## src/rtl/detect_sched_if.sv

```systemverilog
// Descriptor bus between the detect-head sequencer (master) and the
// convolution engine and run controller (slave).
interface detect_sched_if;
  // A descriptor transfers on a rising edge where job_valid && job_ready.
  // While job_valid is high and not yet accepted, every job_* field holds steady.
  // job_valid never waits for job_ready before it rises.
  logic        start;
  logic        abort;
  logic        busy;
  logic        done;
  logic        job_valid;
  logic        job_ready;
  logic [1:0]  job_scale;
  logic        job_branch;
  logic [1:0]  job_layer;
  logic [15:0] job_in_ch;
  logic [15:0] job_out_ch;
  logic [15:0] job_h;
  logic [15:0] job_w;
  logic [1:0]  job_k;
  logic        job_pad;
  logic        job_bn_act;
  logic [1:0]  job_src;
  logic [1:0]  job_dst;
  logic [31:0] job_out_base;
  logic        eng_done;
  logic [4:0]  job_idx;

  modport master (
    input  start, abort, job_ready, eng_done,
    output busy, done, job_valid, job_scale, job_branch, job_layer,
           job_in_ch, job_out_ch, job_h, job_w, job_k, job_pad, job_bn_act,
           job_src, job_dst, job_out_base, job_idx
  );

  modport slave (
    output start, abort, job_ready, eng_done,
    input  busy, done, job_valid, job_scale, job_branch, job_layer,
           job_in_ch, job_out_ch, job_h, job_w, job_k, job_pad, job_bn_act,
           job_src, job_dst, job_out_base, job_idx
  );
endinterface

```

## src/rtl/detect_sched.sv

```systemverilog
// Walks the 18 YOLO detect-head jobs (scale, branch, layer) on one shared
// convolution engine, issuing one descriptor per job and waiting for completion.
module detect_sched #(
  parameter int IN_CH1 = 1,
  parameter int IN_CH2 = 1,
  parameter int IN_CH3 = 1,
  parameter int IN_H1  = 1,
  parameter int IN_W1  = 1,
  parameter int IN_H2  = 1,
  parameter int IN_W2  = 1,
  parameter int IN_H3  = 1,
  parameter int IN_W3  = 1,
  parameter int REG_CH = 64,
  parameter int CLS_CH = 80
) (
  input  logic              clk,
  input  logic              rst,
  detect_sched_if.master    bus,
  output logic [1:0]        state_o
);
  localparam int OUT_CH = REG_CH + CLS_CH;
  localparam int HW1 = IN_H1 * IN_W1;
  localparam int HW2 = IN_H2 * IN_W2;
  localparam int HW3 = IN_H3 * IN_W3;
  localparam logic [31:0] BASE_R1 = 32'd0;
  localparam logic [31:0] BASE_C1 = 32'(REG_CH * HW1);
  localparam logic [31:0] BASE_R2 = 32'(OUT_CH * HW1);
  localparam logic [31:0] BASE_C2 = 32'(OUT_CH * HW1 + REG_CH * HW2);
  localparam logic [31:0] BASE_R3 = 32'(OUT_CH * (HW1 + HW2));
  localparam logic [31:0] BASE_C3 = 32'(OUT_CH * (HW1 + HW2) + REG_CH * HW3);
  localparam logic [4:0]  LAST_JOB = 5'd17;

  typedef enum logic [1:0] {IDLE = 2'd0, ISSUE = 2'd1, WAIT = 2'd2} state_t;

  state_t      state_q, state_d;
  logic [4:0]  idx_q, idx_d;
  logic [1:0]  scale_q, scale_d;
  logic        branch_q, branch_d;
  logic [1:0]  layer_q, layer_d;
  logic        done_q, done_d;

  always_ff @(posedge clk or posedge rst) begin
    if (rst) begin
      state_q  <= IDLE;
      idx_q    <= 5'd0;
      scale_q  <= 2'd0;
      branch_q <= 1'b0;
      layer_q  <= 2'd0;
      done_q   <= 1'b0;
    end else begin
      state_q  <= state_d;
      idx_q    <= idx_d;
      scale_q  <= scale_d;
      branch_q <= branch_d;
      layer_q  <= layer_d;
      done_q   <= done_d;
    end
  end

  always_comb begin
    state_d  = state_q;
    idx_d    = idx_q;
    scale_d  = scale_q;
    branch_d = branch_q;
    layer_d  = layer_q;
    done_d   = 1'b0;
    if (bus.abort) begin
      state_d  = IDLE;
      idx_d    = 5'd0;
      scale_d  = 2'd0;
      branch_d = 1'b0;
      layer_d  = 2'd0;
    end else begin
      case (state_q)
        IDLE: begin
          if (bus.start) begin
            state_d  = ISSUE;
            idx_d    = 5'd0;
            scale_d  = 2'd0;
            branch_d = 1'b0;
            layer_d  = 2'd0;
          end
        end
        ISSUE: begin
          if (bus.job_ready) state_d = WAIT;
        end
        WAIT: begin
          if (bus.eng_done) begin
            if (idx_q == LAST_JOB) begin
              state_d  = IDLE;
              done_d   = 1'b1;
              idx_d    = 5'd0;
              scale_d  = 2'd0;
              branch_d = 1'b0;
              layer_d  = 2'd0;
            end else begin
              state_d = ISSUE;
              idx_d   = idx_q + 5'd1;
              // Layer is innermost, then branch, then scale.
              if (layer_q == 2'd2) begin
                layer_d = 2'd0;
                if (branch_q) begin
                  branch_d = 1'b0;
                  scale_d  = scale_q + 2'd1;
                end else begin
                  branch_d = 1'b1;
                end
              end else begin
                layer_d = layer_q + 2'd1;
              end
            end
          end
        end
        default: state_d = IDLE;
      endcase
    end
  end

  logic [15:0] chan, sc_in_ch, sc_h, sc_w;
  logic [31:0] sc_base;

  always_comb begin
    chan = branch_q ? 16'(CLS_CH) : 16'(REG_CH);
    case (scale_q)
      2'd1: begin
        sc_in_ch = 16'(IN_CH2);
        sc_h     = 16'(IN_H2);
        sc_w     = 16'(IN_W2);
        sc_base  = branch_q ? BASE_C2 : BASE_R2;
      end
      2'd2: begin
        sc_in_ch = 16'(IN_CH3);
        sc_h     = 16'(IN_H3);
        sc_w     = 16'(IN_W3);
        sc_base  = branch_q ? BASE_C3 : BASE_R3;
      end
      default: begin
        sc_in_ch = 16'(IN_CH1);
        sc_h     = 16'(IN_H1);
        sc_w     = 16'(IN_W1);
        sc_base  = branch_q ? BASE_C1 : BASE_R1;
      end
    endcase
  end

  // Geometry fields read zero while idle so every output is 0 out of reset.
  always_comb begin
    bus.job_in_ch    = 16'd0;
    bus.job_out_ch   = 16'd0;
    bus.job_h        = 16'd0;
    bus.job_w        = 16'd0;
    bus.job_k        = 2'd0;
    bus.job_pad      = 1'b0;
    bus.job_bn_act   = 1'b0;
    bus.job_src      = 2'd0;
    bus.job_dst      = 2'd0;
    bus.job_out_base = 32'd0;
    if (state_q != IDLE) begin
      bus.job_out_ch = chan;
      bus.job_h      = sc_h;
      bus.job_w      = sc_w;
      case (layer_q)
        2'd0: begin
          bus.job_in_ch  = sc_in_ch;
          bus.job_k      = 2'd3;
          bus.job_pad    = 1'b1;
          bus.job_bn_act = 1'b1;
          bus.job_src    = 2'd0;
          bus.job_dst    = 2'd1;
        end
        2'd1: begin
          bus.job_in_ch  = chan;
          bus.job_k      = 2'd3;
          bus.job_pad    = 1'b1;
          bus.job_bn_act = 1'b1;
          bus.job_src    = 2'd1;
          bus.job_dst    = 2'd2;
        end
        default: begin
          bus.job_in_ch    = chan;
          bus.job_k        = 2'd1;
          bus.job_src      = 2'd2;
          bus.job_dst      = 2'd3;
          bus.job_out_base = sc_base;
        end
      endcase
    end
  end

  assign bus.busy       = (state_q != IDLE);
  assign bus.done       = done_q;
  assign bus.job_valid  = (state_q == ISSUE);
  assign bus.job_idx    = idx_q;
  assign bus.job_scale  = scale_q;
  assign bus.job_branch = branch_q;
  assign bus.job_layer  = layer_q;
  assign state_o        = state_q;
endmodule

```

## src/flat_wrapper.sv

```systemverilog
// flat-port wrapper written by rule: the top's interface ports become plain ports
module detect_sched_flat 
#(
  parameter int IN_CH1 = 1,
  parameter int IN_CH2 = 1,
  parameter int IN_CH3 = 1,
  parameter int IN_H1  = 1,
  parameter int IN_W1  = 1,
  parameter int IN_H2  = 1,
  parameter int IN_W2  = 1,
  parameter int IN_H3  = 1,
  parameter int IN_W3  = 1,
  parameter int REG_CH = 64,
  parameter int CLS_CH = 80
)
  (clk, rst, state_o, bus_start, bus_abort, bus_job_ready, bus_eng_done, bus_busy, bus_done, bus_job_valid, bus_job_scale, bus_job_branch, bus_job_layer, bus_job_in_ch, bus_job_out_ch, bus_job_h, bus_job_w, bus_job_k, bus_job_pad, bus_job_bn_act, bus_job_src, bus_job_dst, bus_job_out_base, bus_job_idx);
  detect_sched_if bus_i ();
  input  logic clk;
  input  logic rst;
  output logic [1:0] state_o;
  input wire logic [$bits(bus_i.start)-1:0] bus_start;
  input wire logic [$bits(bus_i.abort)-1:0] bus_abort;
  input wire logic [$bits(bus_i.job_ready)-1:0] bus_job_ready;
  input wire logic [$bits(bus_i.eng_done)-1:0] bus_eng_done;
  output wire logic [$bits(bus_i.busy)-1:0] bus_busy;
  output wire logic [$bits(bus_i.done)-1:0] bus_done;
  output wire logic [$bits(bus_i.job_valid)-1:0] bus_job_valid;
  output wire logic [$bits(bus_i.job_scale)-1:0] bus_job_scale;
  output wire logic [$bits(bus_i.job_branch)-1:0] bus_job_branch;
  output wire logic [$bits(bus_i.job_layer)-1:0] bus_job_layer;
  output wire logic [$bits(bus_i.job_in_ch)-1:0] bus_job_in_ch;
  output wire logic [$bits(bus_i.job_out_ch)-1:0] bus_job_out_ch;
  output wire logic [$bits(bus_i.job_h)-1:0] bus_job_h;
  output wire logic [$bits(bus_i.job_w)-1:0] bus_job_w;
  output wire logic [$bits(bus_i.job_k)-1:0] bus_job_k;
  output wire logic [$bits(bus_i.job_pad)-1:0] bus_job_pad;
  output wire logic [$bits(bus_i.job_bn_act)-1:0] bus_job_bn_act;
  output wire logic [$bits(bus_i.job_src)-1:0] bus_job_src;
  output wire logic [$bits(bus_i.job_dst)-1:0] bus_job_dst;
  output wire logic [$bits(bus_i.job_out_base)-1:0] bus_job_out_base;
  output wire logic [$bits(bus_i.job_idx)-1:0] bus_job_idx;
  assign bus_i.start = bus_start;
  assign bus_i.abort = bus_abort;
  assign bus_i.job_ready = bus_job_ready;
  assign bus_i.eng_done = bus_eng_done;
  assign bus_busy = bus_i.busy;
  assign bus_done = bus_i.done;
  assign bus_job_valid = bus_i.job_valid;
  assign bus_job_scale = bus_i.job_scale;
  assign bus_job_branch = bus_i.job_branch;
  assign bus_job_layer = bus_i.job_layer;
  assign bus_job_in_ch = bus_i.job_in_ch;
  assign bus_job_out_ch = bus_i.job_out_ch;
  assign bus_job_h = bus_i.job_h;
  assign bus_job_w = bus_i.job_w;
  assign bus_job_k = bus_i.job_k;
  assign bus_job_pad = bus_i.job_pad;
  assign bus_job_bn_act = bus_i.job_bn_act;
  assign bus_job_src = bus_i.job_src;
  assign bus_job_dst = bus_i.job_dst;
  assign bus_job_out_base = bus_i.job_out_base;
  assign bus_job_idx = bus_i.job_idx;
  detect_sched #(.IN_CH1(IN_CH1), .IN_CH2(IN_CH2), .IN_CH3(IN_CH3), .IN_H1(IN_H1), .IN_W1(IN_W1), .IN_H2(IN_H2), .IN_W2(IN_W2), .IN_H3(IN_H3), .IN_W3(IN_W3), .REG_CH(REG_CH), .CLS_CH(CLS_CH)) u_core (.clk(clk), .rst(rst), .bus(bus_i), .state_o(state_o));
endmodule
```

## config.mk

```make
export PLATFORM = sky130hd
export DESIGN_NAME = detect_sched_flat
export DESIGN_NICKNAME = d
export VERILOG_FILES = /design/src/rtl/detect_sched_if.sv /design/src/rtl/detect_sched.sv /design/src/flat_wrapper.sv
export SDC_FILE = /design/constraint.sdc
export NUM_CORES = 1
export LEC_CHECK = 0
export ABC_AREA = 1
export CAP_MARGIN = 30
export CORE_UTILIZATION = 36
export DETAILED_ROUTE_END_ITERATION = 6
export PLACE_DENSITY = 0.87
export SYNTH_ARGS = -nofsm -noshare
export SYNTH_HDL_FRONTEND = slang
export SYNTH_SLANG_ARGS = --single-unit
```

## constraint.sdc

```tcl
create_clock -name clk -period 2 [get_ports clk]
set_input_delay 0.4 -clock clk [delete_from_list [all_inputs] [get_ports clk]]
set_output_delay 0.4 -clock clk [all_outputs]
set_load 0.03 [all_outputs]
```

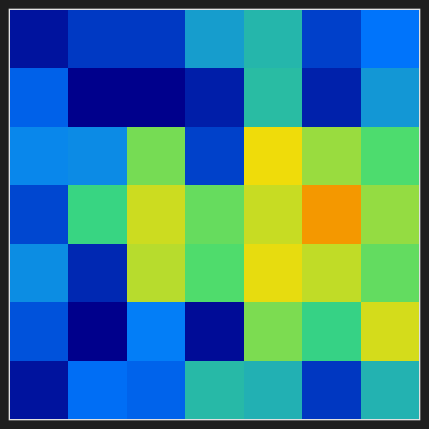
*Local utilization, run 1*
(6 px per µm) The die is cut into 7 by 7 equal tiles; dark blue is low, red is high, 0 to 100% covered.
fullest tile: 83%
emptiest ninth of the die: upper left
tiles over 75% full: 2.0%
Core Util, Final: 41.3%
area of the core: 4090 µm²
FP Util: 38.5%

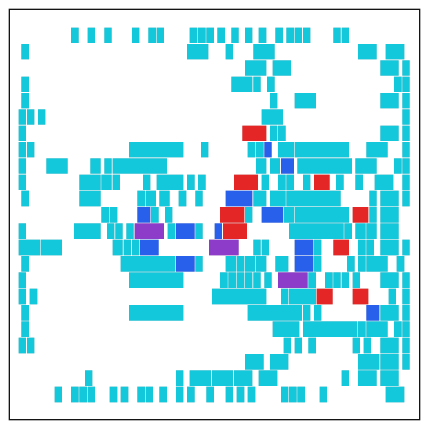
*Cells by drive strength, run 1*
(6 px per µm)
legend:
  red:
    size: drive 3 to 4
    cells: 9
    share: 3.6%
  cyan:
    size: drive 1 or less
    cells: 225
    share: 90%
  blue:
    size: drive 2
    cells: 12
    share: 4.8%
  purple:
    size: drive 6 and up
    cells: 3
    share: 1.2%

==> GITHUB_STEP_SUMMARY, run 1 <==
## Synthesis and layout report

| Metric | Value |
|---|---|
| Initial antenna violation count | `0` |
| Comb area | `~760 µm²` |
| CTS tree | `done` |
| Endpoints failing setup | `0` |
| Antenna diodes | `0` |
| Pwr Total | `roughly 1.2 mW` |
| Status | `complete, no violations` |
| DP Worst Slack | `0.0815 ns` |
| Chip area | `4640 µm²` |
| # rows | `23` |
| Adder share | `under 10%` |
| Clock-pin transition on the worst setup and hold timing paths | `approximately 0.050 ns` |
| Slew Limit Fails | `0` |
| Non-Filler Instances | `~300` |
| Leading cell kind | `multi-input combinational cells` |
| CTS Root Cell | `clkbuf_8` |
| RSZ-0062 raised after global routing | `no` |
| Register share after synthesis | `between 20% and 30%` |
| Dominant cells by area after synthesis | `buf_4 (44%), dfrtp_1 (21%), nand2_1 (5.7%)` |
| Post-Route Setup TNS | `0 ns` |
| Crit path DRT | `1.60 ns` |
| Post-synth mux share | `0%` |
| Worst R2R End | `u_core.bus.job_branch` |
| Part of the power in combinational logic | `between 50% and 60%` |
| Slowest CP cell | `dfrtp_1` |
| Total net switching power | `~640 µW` |
| Comb area share | `between 40% and 50%` |
| Met1 wire length | `between 900 and 1000 µm` |
| CP Data Arrival Time | `~1.5 ns` |
| DR vias/cell | `3.70` |
| Crit share post-route | `94.1%` |
| Leading power group | `combinational cells` |
| Met2 wire length | `1210 µm` |
| Combinational power | `about 700 µW` |
| Registers, synthesis | `13` |
| Leading area contributor after synthesis | `buf_4` |
| Worst-path maximum fanout | `5` |
| Signal buf overhead | `24.3%` |
| Asr flop ratio synth | `100%` |
| Startpoint types | `flip-flop` |
| Number of enable flip-flop cells | `0` |
| Setup ws final | `around 0.12 ns` |
| Grt met2 use | `18.6%` |
| Sw frac | `roughly 52%` |
| Max Root-Sink Buffers | `2` |
| Num CTS Buffers | `3` |
| Hold Vio Cnt, Final | `0` |
| Multi-In Gates | `about 170` |
| Inst Count DP | `~300` |
| Number of global-route vias before repair | `approximately 850` |
| Seq power | `roughly 300 µW` |
| Mapped Cells | `212` |
| Drt drc | `0` |
| Worst IR drop on VDD | `roughly 190 µV` |
| First-pass GRT wire length | `roughly 3600 µm` |
| Crit Path Class | `flip-flop to primary output` |
| Final min period | `1.88 ns` |
| Most used routing layer in global routing | `met2` |
| Die Y | `68.2 µm` |
| MaxCap Viol Count | `0` |
| Distinct lib cells | `24` |
| Clock group share of total power | `a little under a fifth` |
| XORs/XNORs by Area | `0%` |
| Top cells by count, synth | `buf_4 (92), nand2_1 (24), nor2_1 (24), inv_1 (19), dfrtp_1 (13)` |
| Clock sink total | `13` |
| Yosys top cell by instances | `buf_4` |
| RR Startpoint | `u_core.bus.job_idx[0]` |
| Mapped Area | `about 1600 µm²` |
| Total wire length | `2420 µm` |
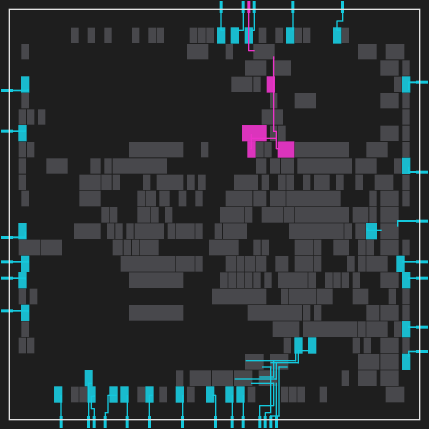
*Port wiring, run 1*
(6 px per µm)
legend:
  magenta:
    port: bus_abort
    direction: input
    edge: top
    end_cells: 4
    buffers: 1
    wire: 30.3 µm
  cyan:
    port: bus_job_out_base
    direction: output
    edge: 14 bottom, 7 right, 6 left, 5 top
    end_cells: 30
    buffers: 5
    wire: 166 µm
I/O pins: 125
Port Buf Inserts: 40

[run 1: state kept, by name (all words and copies together) (netlist names)]
signal and flops:
u_core.bus.job_layer 2, u_core.state_o 2, u_core.bus.job_branch 1, u_core.bus.done 1, u_core.bus.job_idx 5, u_core.bus.job_scale 2
[run 1: placed cells by master, fill, tap and decap left out]
| master | count |
|---|---|
| clkdlybuf4s50_1 | 18 |
| dlygate4sd2_1 | 22 |
| nand2_2 | 2 |
| buf_4 | 5 |
| ha_1 | 4 |
| o21ai_0 | 2 |
| o31ai_1 | 1 |
| nand3_2 | 1 |
| o211ai_2 | 1 |
| a21oi_1 | 4 |
| nor2_1 | 23 |
| nand2_4 | 3 |
| nand2_1 | 24 |
| clkbuf_8 | 3 |
| dfrtp_1 | 13 |
| nor2_2 | 1 |
| nand3_1 | 5 |
| nor3_1 | 2 |
| o21bai_1 | 1 |
| o21ai_2 | 5 |
| inv_2 | 2 |
| nor4_1 | 1 |
| inv_1 | 19 |
| conb_1 | 84 |
| nor2_4 | 1 |
| clkbuf_1 | 1 |
| and2_1 | 1 |
[run 1: how the worst max path moves through the flow]
stage	cells past startpoint	start	to
4_1_cts	5	u_core.bus.job_scale[0]	bus_job_out_base[8]
3_5_place_dp	5	u_core.bus.job_scale[0]	bus_job_out_base[8]
6_report	5	u_core.bus.job_scale[0]	bus_job_out_base[5]
2_1_floorplan	4	u_core.state_o[1]	bus_job_out_base[8]
5_1_grt	4	u_core.bus.job_layer[1]	bus_job_in_ch[0]
3_3_place_gp	5	u_core.bus.job_scale[0]	bus_job_out_base[5]
[run 1: what timing repair did]
item                                    4_1_cts  5_1_grt
endpoints found under the setup margin       22        0
gates resized                                22        0
hold buffers                                  0        0
==> run 2: changes to the inputs <==
--- a/config.mk
+++ b/config.mk
@@ -9,6 +9,7 @@
 export CAP_MARGIN = 30
 export CORE_UTILIZATION = 36
 export DETAILED_ROUTE_END_ITERATION = 6
+export HOLD_SLACK_MARGIN = 0.1
 export PLACE_DENSITY = 0.87
 export SYNTH_ARGS = -nofsm -noshare
 export SYNTH_HDL_FRONTEND = slang
==> run 2 against run 1 <==
Against the previous run: setup slack is the same; via count is the same; utilization unchanged; cell area unchanged; critical path depth did not move; clock power hardly changed; routed wire length stayed put; global-route usage is the same; clock skew did not move; die area did not move; critical endpoint unchanged; largest cell class unchanged; highest routed layer unchanged.
==> GITHUB_STEP_SUMMARY, run 2 <==
## Synthesis and layout report

| Metric | Value |
|---|---|
| Postcts setup bufs | `0 (unchanged)` |
| Dominant cells by area after synthesis | `buf_4 (44%), dfrtp_1 (21%), nand2_1 (5.7%) (unchanged)` |
| DP Wirelength | `2050 µm (unchanged)` |
| Yosys chip area | `1580 µm² (unchanged)` |
| FP Util | `38.5% (unchanged)` |
| First-pass GRT wire length | `3620 µm (unchanged)` |
| Most frequent cells in the layout | `conb_1 (84), nand2_1 (24), nor2_1 (23), dlygate4sd2_1 (22), inv_1 (19) (unchanged)` |
| Finished Cell Area | `1690 µm² (unchanged)` |
| CP Data Arrival Time | `1.48 ns (about the same)` |
| Total wire length | `2420 µm (unchanged)` |
| Port Buf Inserts | `40 (unchanged)` |
| Worst IR drop on VDD | `195 µV (unchanged)` |
| Cell Chain, Critical Path | `inv_1, ha_1, nand2_1, nor2_1, dlygate4sd2_1 (unchanged)` |
| Worst Skew | `0.00151 ns (unchanged)` |
| Final #Nets | `260 (unchanged)` |
| Fmax | `531 MHz (unchanged)` |
| Hold Vio Cnt, Final | `0 (unchanged)` |
| DR WL/cell | `8.09 µm (unchanged)` |
| Combinational power | `695 µW (about the same)` |
| Slew Limit Fails | `0 (unchanged)` |
| Registers, synthesis | `13 (unchanged)` |
| Post-Route Setup TNS | `0 ns (unchanged)` |
| Setup ws final | `0.118 ns (unchanged)` |
| Final ANT Viol Nets | `0 (unchanged)` |
| CTS tree | `done (unchanged)` |
| Crit path DRT | `1.60 ns (about the same)` |
| Router iterations before antenna repair | `4 (unchanged)` |
| Seq power | `300 µW (about the same)` |
| Initial antenna violation count | `0 (unchanged)` |
| CTS Root Cell | `clkbuf_8 (unchanged)` |
| Placed cell area | `1670 µm² (unchanged)` |
| Slowest cell delay on critical path | `0.42 ns (about the same)` |
| Status | `complete, no violations (unchanged)` |
| Number of enable flip-flop cells | `0 (unchanged)` |
| RSZ-0062 raised after global routing | `no (unchanged)` |
| CP Capture Type | `primary output (unchanged)` |
| DP Worst Slack | `0.0815 ns (unchanged)` |
| Tool warnings | `28 (unchanged)` |
| Num CTS Buffers | `3 (unchanged)` |
| Crit share post-route | `94.1% (unchanged)` |
| Startpoint types | `flip-flop (unchanged)` |
| Crit Path Class | `flip-flop to primary output (unchanged)` |
| Register share after synthesis | `20.7% (unchanged)` |
| Pwr Density | `725 nW/µm² (unchanged)` |
| Max reg flops | `5 (unchanged)` |
| Core Util, Final | `41.3% (unchanged)` |
| Yosys top cell by instances | `buf_4 (unchanged)` |
| RR Startpoint | `u_core.bus.job_idx[0] (unchanged)` |
| CTS H-Tree Depth | `1 (unchanged)` |
| Top cell area share | `43.8% (unchanged)` |
| Clock-pin transition on the worst setup and hold timing paths | `0.05 ns (about the same)` |
| Layout cells sized above 1 | `9.64% (unchanged)` |
| Area growth from synthesis to layout | `7.07% (unchanged)` |
| DR vias/cell | `3.70 (unchanged)` |
| Register Area | `325 µm² (unchanged)` |
| Synth warnings | `0 (unchanged)` |
| Leading power group | `combinational cells (unchanged)` |
| I/O pins | `125 (unchanged)` |
| Asr flop ratio synth | `100% (unchanged)` |
| Leading area contributor after synthesis | `buf_4 (unchanged)` |
| Delay-heaviest family, CP | `buffers and inverters (unchanged)` |
| Dominant logic cell type in the layout | `conb_1 (unchanged)` |
| Routability cong. | `0.805 (unchanged)` |
| Total number of vias | `1107 (unchanged)` |
| Total global routing overflow | `0 (unchanged)` |
| HP Class | `input pin to asynchronous set/reset pin (unchanged)` |
| Die W | `68.2 µm (unchanged)` |
| Leak Pwr | `0.981 nW (unchanged)` |
| Chip area | `4640 µm² (unchanged)` |
| Die Y | `68.2 µm (unchanged)` |
| Total net switching power | `637 µW (unchanged)` |
| Comb area | `764 µm² (unchanged)` |
| Sequential Power Share | `24.6% (about the same)` |
| Mapped Area | `1580 µm² (unchanged)` |
| Worst-path maximum fanout | `5 (unchanged)` |
| Sw frac | `52.1% (unchanged)` |
| MaxCap Viol Count | `0 (unchanged)` |
| 1st-iter DRT viols | `43 (unchanged)` |
| Area of the core | `4090 µm² (unchanged)` |
| Latency at later pin | `0.24 ns (about the same)` |
| Clock group share of total power | `18.6% (about the same)` |
| Drt drc | `0 (unchanged)` |
| Max Root-Sink Buffers | `2 (unchanged)` |
| Setup crit start | `u_core.bus.job_scale[0] (unchanged)` |
| Filler cell count in the final layout | `427 (unchanged)` |
| Dominant register cell | `dfrtp_1 (unchanged)` |
| Number of global-route vias before repair | `849 (unchanged)` |
| Endpoints failing setup | `0 (unchanged)` |
| CP Buf/Inv Count | `2 (unchanged)` |
| Slowest CP cell | `dfrtp_1 (unchanged)` |
| All-Layer GR Usage | `10.3% (unchanged)` |
| # rows | `23 (unchanged)` |
| Mapped Cells | `212 (unchanged)` |
| Top cells by count, synth | `buf_4 (92), nand2_1 (24), nor2_1 (24), inv_1 (19), dfrtp_1 (13) (unchanged)` |
| Yosys cell count | `212 (unchanged)` |
| P_clk | `227 µW (about the same)` |
| Largest net degree at the start of global routing | `14 (unchanged)` |
| Distinct lib cells | `24 (unchanged)` |
| Clock sink total | `13 (unchanged)` |
| Int Power | `585 µW (unchanged)` |
| Avg Inst Size Synth | `7.43 µm² (unchanged)` |
| Antenna diodes | `0 (unchanged)` |
| Part of the power in combinational logic | `56.9% (about the same)` |
| Final min period | `1.88 ns (unchanged)` |
run 2: timing repair:
action                                 in CTS  in global routing
hold buffers                                0                  0
resized                                    22                  0
endpoints found under the hold margin       0                  0
setup endpoints to repair                  22                  0
run 2: cell families (layout without fill, tap and decap cells):
| logic type | count (synthesis) | count (layout) | synth area share [%] |
|---|---|---|---|
| AND/OR/NAND/NOR | 64 | 64 | 18.7 |
| adder cells (fa/ha/maj) | 4 | 4 | 3.18 |
| flip-flops | 13 | 13 | 20.7 |
| other | 1 | 84 | 0.238 |
| buffers and inverters | 116 | 70 | 50.8 |
| AND-OR/OR-AND | 14 | 14 | 6.43 |
run 2: cell type report:
class                           instances  share of cell area, %
Clock buffer                            4                   2.67
Inverter                               21                   4.67
Multi-Input combinational cell        166                   45.3
Sequential cell                        13                   19.3
Tap cell                               50                   3.71
Timing Repair Buffer                   45                   24.3
run 2: metrics by stage:
stage	hold WS, ns	instances	total power, mW
floorplan	0.277	295	1.01
CTS	0.531	299	1.23
finish	0.497	299	1.22
global route	0.538	299	1.31
global placement	0.531	295	1.04
detailed placement	0.530	295	1.05
run 2: metal layers:
metal	track usage, %	share of wire, %	up-vias
met5	0	0	-
met4	1.82	0.17	0
met3	4.17	10	2
met2	18.6	50	76
met1	11.3	40	488
li1	-	-	541
run 2: path summary, 6_finish.rpt:
check	slack [ns]	end	depth (start not counted)
setup / recovery	0.12	bus_job_out_base[5]	5
hold / removal	0.50	u_core.bus.job_idx[3]	2
setup reg to reg	0.56	u_core.bus.job_branch	7
hold reg to reg	0.54	u_core.bus.job_layer[0]	2
max in group asynchronous	1.17	u_core.bus.job_scale[1]	2
min in group clk	0.54	u_core.bus.job_layer[0]	2
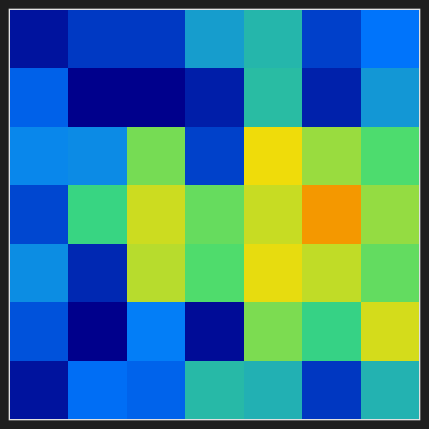
*Local utilization, run 2*
(6 px per µm) The die is cut into 7 by 7 equal tiles; dark blue is low, red is high, 0 to 100% covered.

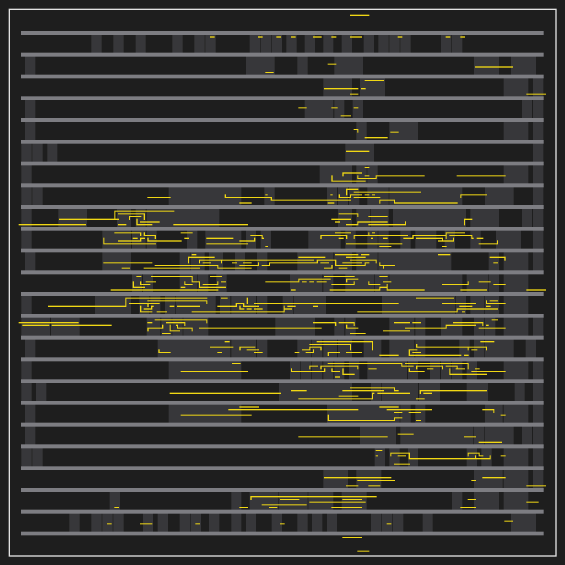
*Signal wires on met1, run 2*
(8 px per µm) Supply wires on this layer in grey. Cells faint in the background.
main direction: horizontal
longest straight run: 17.9 µm

==> run 3: changes to the inputs <==
--- a/config.mk
+++ b/config.mk
@@ -6,9 +6,11 @@
 export NUM_CORES = 1
 export LEC_CHECK = 0
 export ABC_AREA = 1
+export ABC_CLOCK_PERIOD_IN_PS = 2000
 export CAP_MARGIN = 30
 export CORE_UTILIZATION = 36
 export DETAILED_ROUTE_END_ITERATION = 6
+export GPL_TIMING_DRIVEN = 0
 export HOLD_SLACK_MARGIN = 0.1
 export PLACE_DENSITY = 0.87
 export SYNTH_ARGS = -nofsm -noshare
==> run 3 against run 2 <==
Against the previous run: fmax down 0.56%; register-to-register slack hardly changed; combinational power is 26% higher; flip-flop count stayed put; critical endpoint is now bus_job_bn_act; non-clock buffer count increased by 91; global-route usage is 1.9 points higher; clock power is essentially flat; largest cell class is now non-clock buffers.
==> GITHUB_STEP_SUMMARY, run 3 <==
## Synthesis and layout report

| Metric | Value |
|---|---|
| Cts hold-fix bufs | `0 (unchanged)` |
| Largest net degree at the start of global routing | `14 (unchanged)` |
| CP Data Arrival Time | `1.49 ns (was 1.48 ns)` |
| Clock sink total | `13 (unchanged)` |
| CTS Root Cell | `clkbuf_8 (unchanged)` |
| Yosys top cell by instances | `buf_4 (unchanged)` |
| CTS tree | `done (unchanged)` |
| Leading area contributor after synthesis | `buf_4 (unchanged)` |
| Routability cong. | `0.852 (was 0.805)` |
| Startpoint types | `flip-flop (unchanged)` |
| Drt drc | `0 (unchanged)` |
| Filler cell count in the final layout | `393 (was 427)` |
| Worst-path maximum fanout | `10 (was 5)` |
| Adder share | `3.18% (unchanged)` |
| Most frequent cells in the layout | `buf_4 (95), conb_1 (84), nand2_1 (24), nor2_1 (21), inv_1 (19) (was conb_1 (84), nand2_1 (24), nor2_1 (23), dlygate4sd2_1 (22), inv_1 (19))` |
| Register share after synthesis | `20.7% (unchanged)` |
| Final hold slack | `0.482 ns (was 0.497 ns)` |
| Sw frac | `47.9% (was 52.1%)` |
| Slew Limit Fails | `0 (unchanged)` |
| Hold Vio Cnt, Final | `0 (unchanged)` |
| RSZ-0062 raised after global routing | `no (unchanged)` |
| Leak Pwr | `1.47 nW (was 0.981 nW)` |
| Registers, synthesis | `13 (unchanged)` |
| Placed cell area | `2350 µm² (was 1670 µm²)` |
| Max Root-Sink Buffers | `2 (unchanged)` |
| Non-Filler Instances | `390 (was 299)` |
| Sequential Power Share | `21.7% (was 24.6%)` |
| Ao+oa area frac | `6.43% (unchanged)` |
| Top cell area share | `43.8% (unchanged)` |
| Final ANT Viol Nets | `0 (unchanged)` |
| Highest Signal Layer | `met4 (unchanged)` |
| Die Y | `68.2 µm (unchanged)` |
| Pwr Density | `595 nW/µm² (was 725 nW/µm²)` |
| Avg Inst Size Synth | `7.43 µm² (unchanged)` |
| First-pass GRT wire length | `4220 µm (was 3620 µm)` |
| Number of global-route vias before repair | `969 (was 849)` |
| Asr flop ratio synth | `100% (unchanged)` |
| RR Startpoint | `u_core.bus.job_idx[0] (unchanged)` |
| Endpoints failing setup | `0 (unchanged)` |
| Pwr Total | `1.42 mW (was 1.22 mW)` |
| MaxCap Viol Count | `0 (unchanged)` |
| Post-Route Setup TNS | `0 ns (unchanged)` |
| Yosys cell count | `212 (unchanged)` |
| FP Util | `38.5% (unchanged)` |
| Port Buf Inserts | `40 (unchanged)` |
| Worst IR drop on VDD | `247 µV (was 195 µV)` |
| Clock group share of total power | `16.2% (was 18.6%)` |
| Int Power | `737 µW (was 585 µW)` |
| Yosys chip area | `1580 µm² (unchanged)` |
| Setup crit start | `u_core.state_o[1] (was u_core.bus.job_scale[0])` |
| Status | `complete, no violations (unchanged)` |
| Met1 wire length | `1030 µm (was 958 µm)` |
| Initial antenna violation count | `0 (unchanged)` |
| Max reg flops | `5 (unchanged)` |
| # rows | `23 (unchanged)` |
| Dominant register cell | `dfrtp_1 (unchanged)` |
| Chip area | `4640 µm² (unchanged)` |
| Final #Nets | `351 (was 260)` |
| Mapped Cells | `212 (unchanged)` |
| Antenna diodes | `0 (unchanged)` |
| Layout cells sized above 1 | `36.5% (was 9.64%)` |
| Total wire length | `2900 µm (was 2420 µm)` |
| Fmax | `528 MHz (was 531 MHz)` |
| HP Class | `input pin to asynchronous set/reset pin (unchanged)` |
| I/O pins | `125 (unchanged)` |
| Part of the power in combinational logic | `62.1% (was 56.9%)` |
| Routed wl met3 | `377 µm (was 242 µm)` |
| DR WL/cell | `7.44 µm (was 8.09 µm)` |
| Area of the core | `4090 µm² (unchanged)` |
| Synth warnings | `0 (unchanged)` |
| Crit path DRT | `1.60 ns (about the same)` |
| Clock-pin transition on the worst setup and hold timing paths | `0.05 ns (about the same)` |
| 1st-iter DRT viols | `24 (was 43)` |
| Postcts setup bufs | `1 (was 0)` |
| Crit Path Class | `flip-flop to primary output (unchanged)` |
| Worst Skew | `0.000608 ns (was 0.00151 ns)` |
| Simple Share, Synth | `18.7% (unchanged)` |
| Met2 wire length | `1470 µm (was 1210 µm)` |
| CP Capture Type | `primary output (unchanged)` |
| Total net switching power | `678 µW (was 637 µW)` |
| Inst Count DP | `385 (was 295)` |
| Mapped Area | `1580 µm² (unchanged)` |
| Final min period | `1.89 ns (was 1.88 ns)` |
| Die W | `68.2 µm (unchanged)` |
| Latency at later pin | `0.24 ns (about the same)` |
| DP Worst Slack | `-0.114 ns (was 0.0815 ns)` |
| Total global routing overflow | `0 (unchanged)` |
| # resized after CTS | `29 (was 22)` |
| Router iterations before antenna repair | `4 (unchanged)` |
| Dominant cells by area after synthesis | `buf_4 (44%), dfrtp_1 (21%), nand2_1 (5.7%) (unchanged)` |
| XORs/XNORs by Area | `0% (unchanged)` |
| Num CTS Buffers | `3 (unchanged)` |
| Core Util, Final | `58.2% (was 41.3%)` |
| Top cells by count, synth | `buf_4 (92), nand2_1 (24), nor2_1 (24), inv_1 (19), dfrtp_1 (13) (unchanged)` |
| Number of enable flip-flop cells | `0 (unchanged)` |
| Post-synth mux share | `0% (unchanged)` |
| DR vias/cell | `3.47 (was 3.70)` |
| Distinct lib cells | `24 (unchanged)` |
| CTS H-Tree Depth | `1 (unchanged)` |
| Total number of vias | `1355 (was 1107)` |
| Dominant logic cell type in the layout | `buf_4 (was conb_1)` |
| DP Wirelength | `2540 µm (was 2050 µm)` |
| All-Layer GR Usage | `12.2% (was 10.3%)` |
| Tool warnings | `28 (unchanged)` |
| Largest logic family | `buffers and inverters (unchanged)` |
| Crit share post-route | `94.6% (was 94.1%)` |
-- run 3: layout make-up --
| cell class | count | area (µm²) | share of cell area (%) |
|---|---|---|---|
| multi-input cells | 166 | 774 | 32.6 |
| clock buffers | 4 | 45.0 | 1.89 |
| flip-flops and latches | 13 | 325 | 13.7 |
| plain buffers | 95 | 723 | 30.4 |
| inverters | 21 | 78.8 | 3.31 |
| repair buffers | 41 | 369 | 15.5 |
| well taps | 50 | 62.6 | 2.63 |
-- run 3: worst paths after layout --
check,to,slack (ns),cells past startpoint
setup / recovery,bus_job_bn_act,0.11,4
hold / removal,u_core.bus.job_idx[4],0.48,2
setup reg to reg,u_core.bus.job_branch,0.57,7
hold reg to reg,u_core.bus.job_scale[1],0.53,2
max in group asynchronous,u_core.bus.job_idx[2],1.18,2
min in group clk,u_core.bus.job_scale[1],0.53,2
-- run 3: cells by family (layout without fill, tap and decap cells) --
kind of cell,Yosys count,after routing
simple gates,64,64
fa+ha+maj,4,4
compound gates,14,14
buf+inv,116,161
other cells,1,84
flops,13,13
-- run 3: critical path, cell delays in order, from the launching register on --
cell and delay (ns):
dfrtp_1 0.49, nor2_4 0.07, buf_4 0.18, nor2_2 0.13
clkdlybuf4s15_1 0.38
-- run 3: power groups by stage --
stage | clock [mW] | combinational (mW) | sequential, mW
finish | 0.230 | 0.879 | 0.307
global route | 0.255 | 0.940 | 0.312
CTS | 0.239 | 0.878 | 0.304
detailed placement | 0 | 0.905 | 0.307
global placement | 0 | 0.897 | 0.306
floorplan | 0 | 0.665 | 0.342
-- run 3: routing by layer --
layer | global-route usage, % | up-vias
met5 | 0 | -
met4 | 3.13 | 0
met3 | 4.00 | 5
met2 | 22.8 | 76
met1 | 12.9 | 553
li1 | - | 721
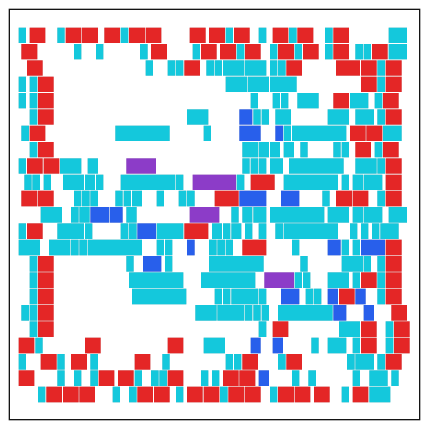
*Cells by drive strength, run 3*
(6 px per µm)
setup ws final: 0.107 ns
area growth from synthesis to layout: 51.0%
Finished Cell Area: 2380 µm²
Signal buffers: 136

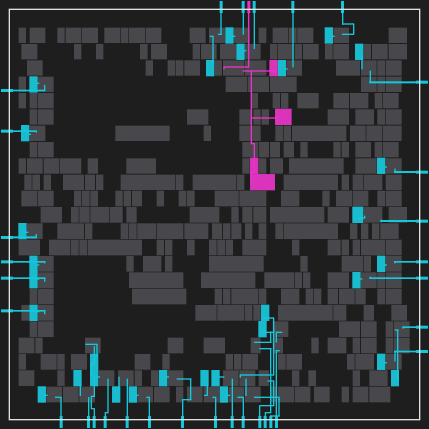
*Port wiring, run 3*
(6 px per µm)
legend:
  magenta:
    port: bus_abort
    direction: input
    edge: top
    end_cells: 4
    buffers: 1
    wire: 43.5 µm
  cyan:
    port: bus_job_out_base
    direction: output
    edge: 14 bottom, 7 right, 6 left, 5 top
    end_cells: 30
    buffers: 34
    wire: 273 µm

Power figures rest on the tool's default switching activity, not on a simulated workload.
